Figure 1. Close-up of the layout.
Window x 65 to 90, y 7 to 32 um. Cells in grey, sequential cells in the stronger grey; small squares are vias.
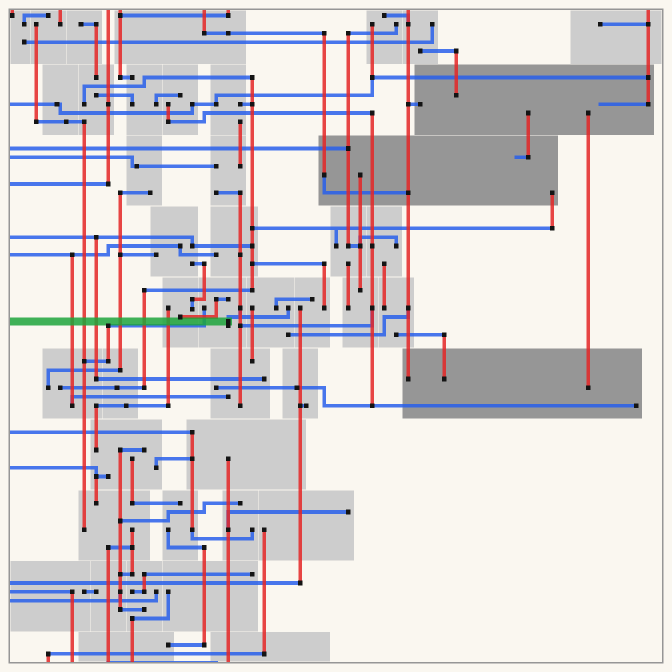
Figure 2. Wiring by layer.
Two of the layers only.
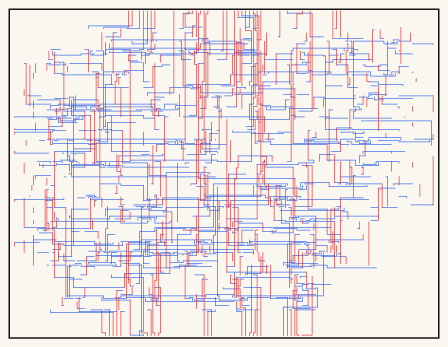
Figure 3. Supply network.
Scale bar: 20 um. Pins as bars on the die edge. Tap cells in grey.
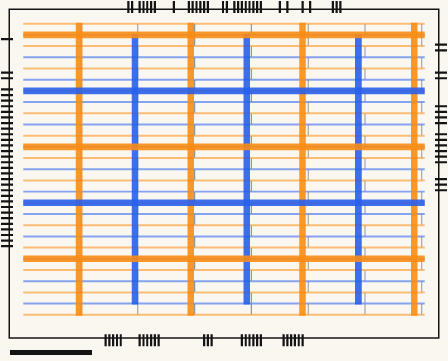
Figure 4. Sequential cells coloured by netlist name.
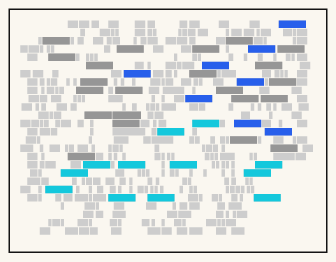
**config.mk**
```make
export PLATFORM = sky130hd
export DESIGN_NAME = ram_port_arbiter
export DESIGN_NICKNAME = d
export VERILOG_FILES = /design/src/rtl/ram_port_arbiter_pkg.sv /design/src/rtl/ram_port_arbiter_rr_arbiter2.sv /design/src/rtl/ram_port_arbiter.sv
export SDC_FILE = /design/constraint.sdc
export NUM_CORES = 1
export LEC_CHECK = 0
export ABC_AREA = 1
export ABC_CLOCK_PERIOD_IN_PS = 3150
export CAP_MARGIN = 40
export CELL_PAD_IN_SITES_DETAIL_PLACEMENT = 0
export CELL_PAD_IN_SITES_GLOBAL_PLACEMENT = 1
export CORE_ASPECT_RATIO = 0.75
export CORE_MARGIN = 3
export CORE_UTILIZATION = 31
export DETAILED_ROUTE_END_ITERATION = 10
export PLACE_DENSITY_LB_ADDON = 0.1
export SYNTH_ARGS = -nofsm -noshare
export SYNTH_HDL_FRONTEND = slang
export SYNTH_SLANG_ARGS = --single-unit
```
**constraint.sdc**
```tcl
create_clock -name clk -period 3.15 [get_ports clk]
set_clock_uncertainty 0.05 [all_clocks]
set_input_delay 0.63 -clock clk [delete_from_list [all_inputs] [get_ports clk]]
set_output_delay 0.63 -clock clk [all_outputs]
set_load 0.03 [all_outputs]
```
**src/rtl/ram_port_arbiter_pkg.sv**
```systemverilog
// Shared types and constants for the two-port RAM arbiter.
package ram_port_arbiter_pkg;

  localparam int unsigned DATA_WIDTH = 8;

  typedef enum logic {
    IDLE  = 1'b0,
    CLEAR = 1'b1
  } state_t;

  // Requester indices, also the encoding of last_grant.
  localparam logic REQ0 = 1'b0;
  localparam logic REQ1 = 1'b1;

endpackage

```
**src/rtl/ram_port_arbiter_rr_arbiter2.sv**
```systemverilog
// Two-way round-robin arbiter: on contention the requester that did not win last time is granted.
module rr_arbiter2
  import ram_port_arbiter_pkg::*;
(
  input  logic [1:0] valid,
  input  logic       last_grant,
  output logic [1:0] grant_c
);

  // One-hot grant; a lone requester always wins, contention alternates.
  always_comb begin
    grant_c = 2'b00;
    if (valid[0] && valid[1]) begin
      grant_c = (last_grant == REQ0) ? 2'b10 : 2'b01;
    end else if (valid[0]) begin
      grant_c = 2'b01;
    end else if (valid[1]) begin
      grant_c = 2'b10;
    end
  end

endmodule

```
**src/rtl/ram_port_arbiter.sv**
```systemverilog
// Shares one byte-wide RAM port between two requesters and a fill (clear) sweep engine.
module ram_port_arbiter
  import ram_port_arbiter_pkg::*;
#(
  parameter int unsigned SIZE       = 4096,
  parameter int unsigned ADDR_WIDTH = $clog2(SIZE)
) (
  input  logic                  clk,
  input  logic                  rst,
  input  logic                  req0_valid,
  input  logic [ADDR_WIDTH-1:0] req0_addr,
  input  logic                  req0_we,
  input  logic [7:0]            req0_wdata,
  output logic                  req0_ready,
  input  logic                  req1_valid,
  input  logic [ADDR_WIDTH-1:0] req1_addr,
  input  logic                  req1_we,
  input  logic [7:0]            req1_wdata,
  output logic                  req1_ready,
  output logic                  resp0_valid,
  output logic [7:0]            resp0_rdata,
  output logic                  resp1_valid,
  output logic [7:0]            resp1_rdata,
  input  logic                  clear_start,
  input  logic [7:0]            clear_value,
  output logic                  busy,
  output logic                  clear_done,
  output logic [ADDR_WIDTH-1:0] ram_addr,
  output logic [7:0]            ram_wdata,
  output logic                  ram_wenable,
  input  logic [7:0]            ram_rdata
);

  localparam logic [ADDR_WIDTH-1:0] LAST_ADDR = ADDR_WIDTH'(SIZE - 1);

  state_t                  state;
  logic [ADDR_WIDTH-1:0]   counter;
  logic                    last_grant;
  logic [DATA_WIDTH-1:0]   fill_byte;
  logic [1:0]              arb_grant_c;
  logic [1:0]              grant;
  logic                    rd0_accept;
  logic                    rd1_accept;

  rr_arbiter2 u_arb (
    .valid      ({req1_valid, req0_valid}),
    .last_grant (last_grant),
    .grant_c    (arb_grant_c)
  );

  // Grants only exist in IDLE; the sweep owns the RAM port during CLEAR.
  always_comb begin
    grant       = (state == IDLE) ? arb_grant_c : 2'b00;
    req0_ready  = grant[0];
    req1_ready  = grant[1];
    rd0_accept  = grant[0] & ~req0_we;
    rd1_accept  = grant[1] & ~req1_we;
    ram_addr    = '0;
    ram_wdata   = '0;
    ram_wenable = 1'b0;
    if (state == CLEAR) begin
      ram_addr    = counter;
      ram_wdata   = fill_byte;
      ram_wenable = 1'b1;
    end else if (grant[0]) begin
      ram_addr    = req0_addr;
      ram_wdata   = req0_wdata;
      ram_wenable = req0_we;
    end else if (grant[1]) begin
      ram_addr    = req1_addr;
      ram_wdata   = req1_wdata;
      ram_wenable = req1_we;
    end
  end

  // State, sweep counter, arbitration history and registered responses.
  always_ff @(posedge clk or posedge rst) begin
    if (rst) begin
      state       <= IDLE;
      counter     <= '0;
      last_grant  <= REQ1;
      fill_byte   <= '0;
      busy        <= 1'b0;
      clear_done  <= 1'b0;
      resp0_valid <= 1'b0;
      resp0_rdata <= '0;
      resp1_valid <= 1'b0;
      resp1_rdata <= '0;
    end else begin
      resp0_valid <= rd0_accept;
      resp1_valid <= rd1_accept;
      if (rd0_accept) resp0_rdata <= ram_rdata;
      if (rd1_accept) resp1_rdata <= ram_rdata;
      if (grant[0]) begin
        last_grant <= REQ0;
      end else if (grant[1]) begin
        last_grant <= REQ1;
      end
      clear_done <= 1'b0;
      case (state)
        IDLE: begin
          if (clear_start) begin
            fill_byte <= clear_value;
            counter   <= '0;
            busy      <= 1'b1;
            state     <= CLEAR;
          end
        end
        CLEAR: begin
          if (counter == LAST_ADDR) begin
            counter    <= '0;
            busy       <= 1'b0;
            clear_done <= 1'b1;
            state      <= IDLE;
          end else begin
            counter <= counter + ADDR_WIDTH'(1);
          end
        end
        default: begin
          state <= IDLE;
          busy  <= 1'b0;
        end
      endcase
    end
  end

endmodule
```
==> CHANGELOG.md <==
### Implementation results

- Min-Delay Path Class: flop to flop
- Startpoint Class: primary input
- Fin crit period: around 3.0 ns
- Final Non-Filler Cells: ~500
- Vias in the first global route: about 2,300
- Clock Tree Root: clkbuf_8
- Port bufs: 105
- Outcome: finished, final reports clean
- # diodes: 0
- Worst Path Required: approximately 2.5 ns
- Row count: 26
- Hold_buf cts: 0
- Gr usage total: about 16%
- Nets: between 400 and 500
- Routed WL: roughly 6400 um
- CP arrival: between 2 and 2.5 ns
- Yosys top cell by instances: nand2_1
- DR vias: ~2,200
- Post-CTS sizing: 0
- Mapped Avg Cell Area: between 7 and 8 um^2
- Vias per Instance: 4.51
- Synth async-reset ratio: 100%
- Synth Seq Share: 47.1%
- Cells after DPL: a little under 500
- Largest net degree at the start of global routing: 39
- Antenna violations before repair: 0
- Tool warnings: 26
- Setup bufs post-CTS: 0
- CTS Buf Count: 5
- Buffer levels on the longest clock path: 2
- Grt ovf: 0
- R2R Setup Slk: approximately 1.4 ns
- Area leader share: about 46%
- Area Overhead vs Synth: 57.9%
- Leak: ~1.7 nW
- Latest clock arrival within the worst-skew pair: 0.30 ns
- Worst-path maximum fanout: 12
- Pwr/cell area: 678 nW/um^2
- Yosys Instances: around 280
- Actual slew at the worst max-slew pin: 0.791 ns
- CTS tree: built
- IO Count: about 110
- Fin Setup TNS: 0 ns
- Layout cell share with drive strength beyond 1: between 10% and 20%
- Crit. End Element: primary output
- FP Core Util: about a third
- Max Slew Vio Count: 0
- Clock slew at reported path FFs: roughly 0.070 ns
- Routed WL per cell: approximately 13 um
- Max-slew headroom at the worst pin: between 40% and 50%
- H-tree lvl count: 2
- Final setup vio count: 0
- Clk sinks: ~42
- Die Area: around 8300 um^2
- Number of DRC markers in iteration 0: about 90
- Cell area leaders: dfrtp_1 (46%), nand2_1 (17%), inv_1 (5.4%)
- YS chip area: around 2200 um^2
- Area leader, netlist: dfrtp_1
- Max Cap Viol: 0
- Routed Antenna Nets: 0
- CP Class: primary input to primary output
- FILL cells: approximately 700
- Hpwl dp: approximately 4800 um
- Synth top cells by count: nand2_1 (102), dfrtp_1 (41), inv_1 (32)
- Number of synthesized flops with an enable pin: 0
- TritonRoute pass-1 iters: 6
- Unique masters post-synth: 27
- Maximum clock frequency: 334 MHz
- Post-Syn Area: around 2200 um^2
- Tcrit/Tclk final: around 95%
- RePlAce Congestion: between 0.7 and 0.8
- Post-Syn Nets: ~350
- Ys flop type: dfrtp_1
- First-pass GRT wire length: between 10,000 and 15,000 um
- Cells after Synth: ~280
- Synth Warn #: 0
- Final Hold Viols: 0
- RSZ-0062 raised after global routing: false
- Synth Register Bits: about 42
- DRC Markers: 0
Notes on Figure 1 above:
layer	colour
met2	red
met3	green
met1	blue
cells with their middle in the window	39
most frequent	nand2_1 (16), inv_1 (5), nand3_1 (4)
netlist names of flops here include	`counter` (3)
sequential cells in the window	3

Notes on Figure 2 above:
layer	colour	wire length
met1	blue	3,150 um
met2	red	2,750 um

Notes on Figure 3 above:
net	colour
VDD	blue
VSS	orange
met5 straps	5
signal pins	106
met4 straps	7
tap cells	98
Chip Width: 104 um
die height: 79.5 um
Core Area: 6900 um^2
Peak supply drop: 0.276 mV

Notes on Figure 4 above:
signal	colour	flops
`resp1_rdata`	blue	8
`counter`	cyan	12
not coloured	22
Seq area share: 29.9%
sequential standard cell area: 1050 um^2
Layout Utilization: 51.1%

==> per-layer routing <==
metal / wire length [um] / GRT usage, %
met2: 2750 / 24.5
met4: 41 / 4.52
met5: 0 / 0
met3: 419 / 4.69
met1: 3150 / 21.5
==> kinds of logic (layout without fill, tap and decap cells) <==
logic type | count (synthesis) | count (layout) | synth area share (%)
xor+xnor | 3 | 3 | 1.18
simple gates | 134 | 134 | 25.0
fa+ha+maj | 1 | 1 | 0.560
buf+inv | 45 | 154 | 9.42
flops | 42 | 42 | 47.1
compound gates | 59 | 59 | 16.7
==> state kept, by name, summed over array words and instances, names as in the netlist <==
signal,flops
resp0_valid,1
busy,1
state,1
clear_done,1
resp0_rdata,8
resp1_rdata,8
counter,12
last_grant,1
resp1_valid,1
fill_byte,8
==> through the flow <==
stage	hold WS, ns	total power [mW]	cell area [um^2]	utilization (%)	setup WS [ns]
detailed placement	0.414	1.99	3390	49.2	0.0889
global placement	0.410	1.98	3370	48.9	0.112
CTS	0.434	2.42	3500	50.7	0.0841
finish	0.429	2.39	3520	51.1	0.155
floorplan	0.393	1.50	2230	-	0.848
global route	0.458	2.55	3520	51.1	0.0191
==> placed cells by master (no fill, tap or decap), types with 7 or more instances in the layout <==
cell type        synthesis  layout
o21ai_2                  9       9
o21ai_1                  7       7
o211ai_1                10      10
clkdlybuf4s50_1          0      84
nand2_1                102     102
buf_4                    0      15
inv_1                   32      31
nor2_1                   7       7
dlymetal6s2s_1           0      10
nand3_1                 13      13
o21ai_0                  8       8
o22ai_1                 13      13
dfrtp_1                 41      41
a21oi_1                 11      11
==> layout make-up <==
cell class	instances	area, um^2	share of cell area, %
inverter	34	133	3.76
clock inverter	3	40.0	1.14
tap	98	123	3.48
timing repair buffer	112	1140	32.3
clock buffer	5	68.8	1.95
sequential	42	1050	29.9
multi-input combinational	197	970	27.5
==> final timing paths <==
path / start / endpoint / cells after the start
worst max register to register: counter[0] / counter[9] / 8
worst min register to register: fill_byte[2] / fill_byte[2] / 2
max in group asynchronous: rst / last_grant / 3
worst max-delay path: req0_valid / ram_addr[0] / 9
worst min-delay path: fill_byte[2] / fill_byte[2] / 2
min in group asynchronous: rst / clear_done / 2
==> critical path, stage by stage <==
cell and delay, ns:
clkdlybuf4s50_1 0.47, inv_1 0.06, nor2_2 0.08, o21ai_2 0.06, inv_1 0.09, buf_12 0.14, nand2_1 0.05, nand3_1 0.05
clkdlybuf4s50_1 0.67
==> report_power, final <==
group / switching [mW] / leakage (nW) / internal, mW / total, mW
registers: 0.104 / 0.532 / 0.710 / 0.814
clock network: 0.187 / 0.0579 / 0.233 / 0.420
logic: 0.658 / 1.12 / 0.497 / 1.15
Power is estimated from default activity; no workload was simulated.
